==> config.mk <==
export PLATFORM = sky130hd
export DESIGN_NAME = vga_stream_receiver
export DESIGN_NICKNAME = d
export VERILOG_FILES = /design/src/rtl/vga_stream_receiver.sv
export SDC_FILE = /design/constraint.sdc
export NUM_CORES = 1
export LEC_CHECK = 0
export ABC_AREA = 1
export CAP_MARGIN = 10
export CORE_MARGIN = 8
export CORE_UTILIZATION = 30
export DETAILED_ROUTE_END_ITERATION = 12
export HOLD_SLACK_MARGIN = 0.05
export PLACE_DENSITY = 0.52
export SETUP_SLACK_MARGIN = 0.5
export SLEW_MARGIN = 20
export SYNTH_ARGS = -nofsm -noshare
export SYNTH_HDL_FRONTEND = slang
export SYNTH_SLANG_ARGS = --single-unit
==> constraint.sdc <==
create_clock -name clk_clk -period 4 [get_ports clk_clk]
set_input_delay 0.6 -clock clk_clk [delete_from_list [all_inputs] [get_ports clk_clk]]
set_output_delay 0.6 -clock clk_clk [all_outputs]
set_load 0.02 [all_outputs]
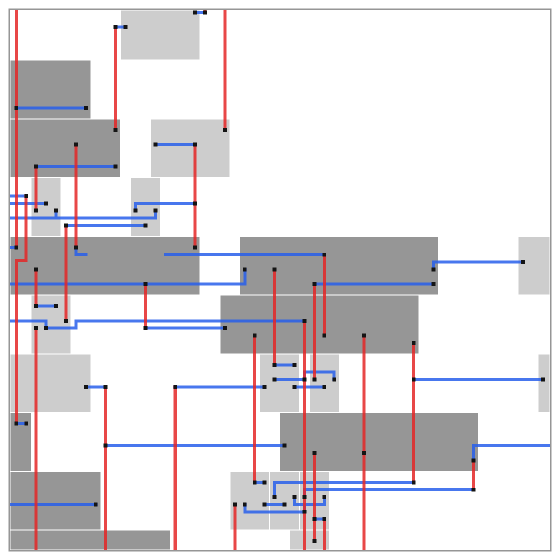
(images/closeup.png)
Window x 97 to 122, y 97 to 122 um. Cells in gray, sequential cells in the stronger gray; small squares are vias.
[M1] blue
[M2] red
most frequent: nand2_1 (5), dfrtp_1 (5), o21ai_0 (3)
cells with their middle in the window: 15
sequential cells in the window: 5

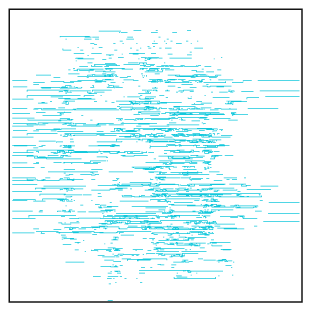
(images/m1.png)
(2 px per um)
wire length on this layer: 5930 um
main direction: horizontal
nets with wire on the layer: 621
final wirelength: 13100 um
DR vias: 3965

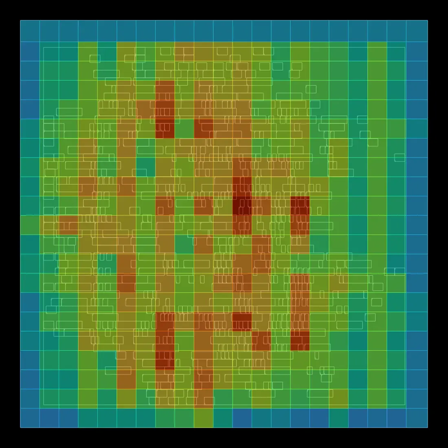
(images/congestion_map.png)
met1 Usage GRT: 16.0%
All-Layer GR Usage: 12.9%
DR WL/cell: 14.6 um
global-route met3 utilization: 3.54%
gr busiest metal: met2

==> results.py <==
# Flow results
metrics = {
    "synthesis": {
        "yosys.area.top_type": "dfrtp_1",
        "yosys-top-cells-count": "nand2_1 (190), dfrtp_1 (122), nand3_1 (73)",
        "avgSynthCellArea_um2": 8.93,
        "synth.most_common_cell": "nand2_1",
        "ys_sh_adder_pct": 0.992,
        "synth_cell_types": 27,
        "yosys_warnings": 0,
        "mux_area_share_pct": 0,
        "synth_area_mm2": 0.00504,
        "synthTopCellsByArea": "dfrtp_1 (61%), nand2_1 (14%), nand3_1 (7.2%)",
        "yosys.area_share.simple_pct": 28.3,
    },
    "worst_setup_path": {
        "criticalPathCategory": "flop to flop",
        "path_max_fanout": 45,
        "cp_slowest_cell": "nand2_4",
        "arrival_ns": 2.95,
        "cpPeakStageDelay_ns": 0.66,
        "start_kind": "flop",
        "worstSetupEndpointType": "flop",
        "worst-path-buf-inv": 2,
        "required_ns": 4.35,
    },
    "timing": {
        "final.setup.tns_ns": 0,
        "slew_headroom_pct": 38.6,
        "tightest_slew_ns": 0.917,
        "finalSetupViolations": 0,
        "worst_slack_ns": 1.40,
        "fin_skew_ns": 0.00486,
        "drv_slew": 0,
        "timing.fmax_ghz": 0.384,
        "rsz0062_at_grt": "false",
        "report.final.hold_viol_count": 0,
    },
    "clock_tree": {
        "htree_levels": 4,
        "cts_tree": "built",
        "root_buffer": "clkbuf_16",
        "clockBufferDepth": 2,
        "cts.clk_slew.worst_paths_ns": 0.05,
        "postCtsResizedCells": 0,
        "cts_hold_buf": 0,
    },
    "cells_and_area": {
        "seq_share_pct": 45.1,
        "layout_top_cells": "nand2_1 (189), dfrtp_1 (122), clkdlybuf4s50_1 (98), nand3_1 (73), nor2_1 (50)",
        "antenna_cells": 0,
        "largest_class": "flip-flops and latches",
        "inverters": 39,
        "syn_to_final_growth_pct": 34.3,
        "utilization_pct": 41.0,
        "clockNetworkAreaShare_pct": 8.51,
        "fillers": 1654,
        "layout.cells.non_filler": 892,
        "flops": 122,
        "combGateArea_mm2": 0.00171,
    },
    "pwr": {
        "powerDensity_mw_per_mm2": 514,
        "p_sw_mw": 0.915,
        "power_leader": "clock",
        "p_sw_share_pct": 26.3,
        "powerClk_mw": 1.50,
        "total_power_mw": 3.48,
        "leakagePower_nw": 3.22,
        "pwr-share-comb_pct": 15.7,
        "internal_power_mw": 2.57,
    },
    "grt": {
        "grt_pass1_vias": 4128,
        "grt_pass1_wl_um": 21800,
    },
    "floorplanning": {
        "dieWidth_um": 146,
        "die_h_um": 146,
        "taps": 220,
        "fp_util_pct": 30.5,
    },
    "status": {
        "status": "finished, final reports clean",
    },
    "drt": {
        "dr_wl_met2_um": 6200,
        "route.met3.wl_um": 671,
        "drt-initial-drc-count": 291,
        "drc_errors": 0,
        "first_pass_iters": 5,
        "ant_nets": 0,
    },
    "placed_design": {
        "place_ws_ns": 1.40,
        "hpwlAfterDp_um": 9150,
        "post_dp_cell_area_mm2": 0.00620,
    },
    "min_path": {
        "min_path_cells": 0,
    },
}
Power figures rest on the tool's default switching activity, not on a simulated workload.
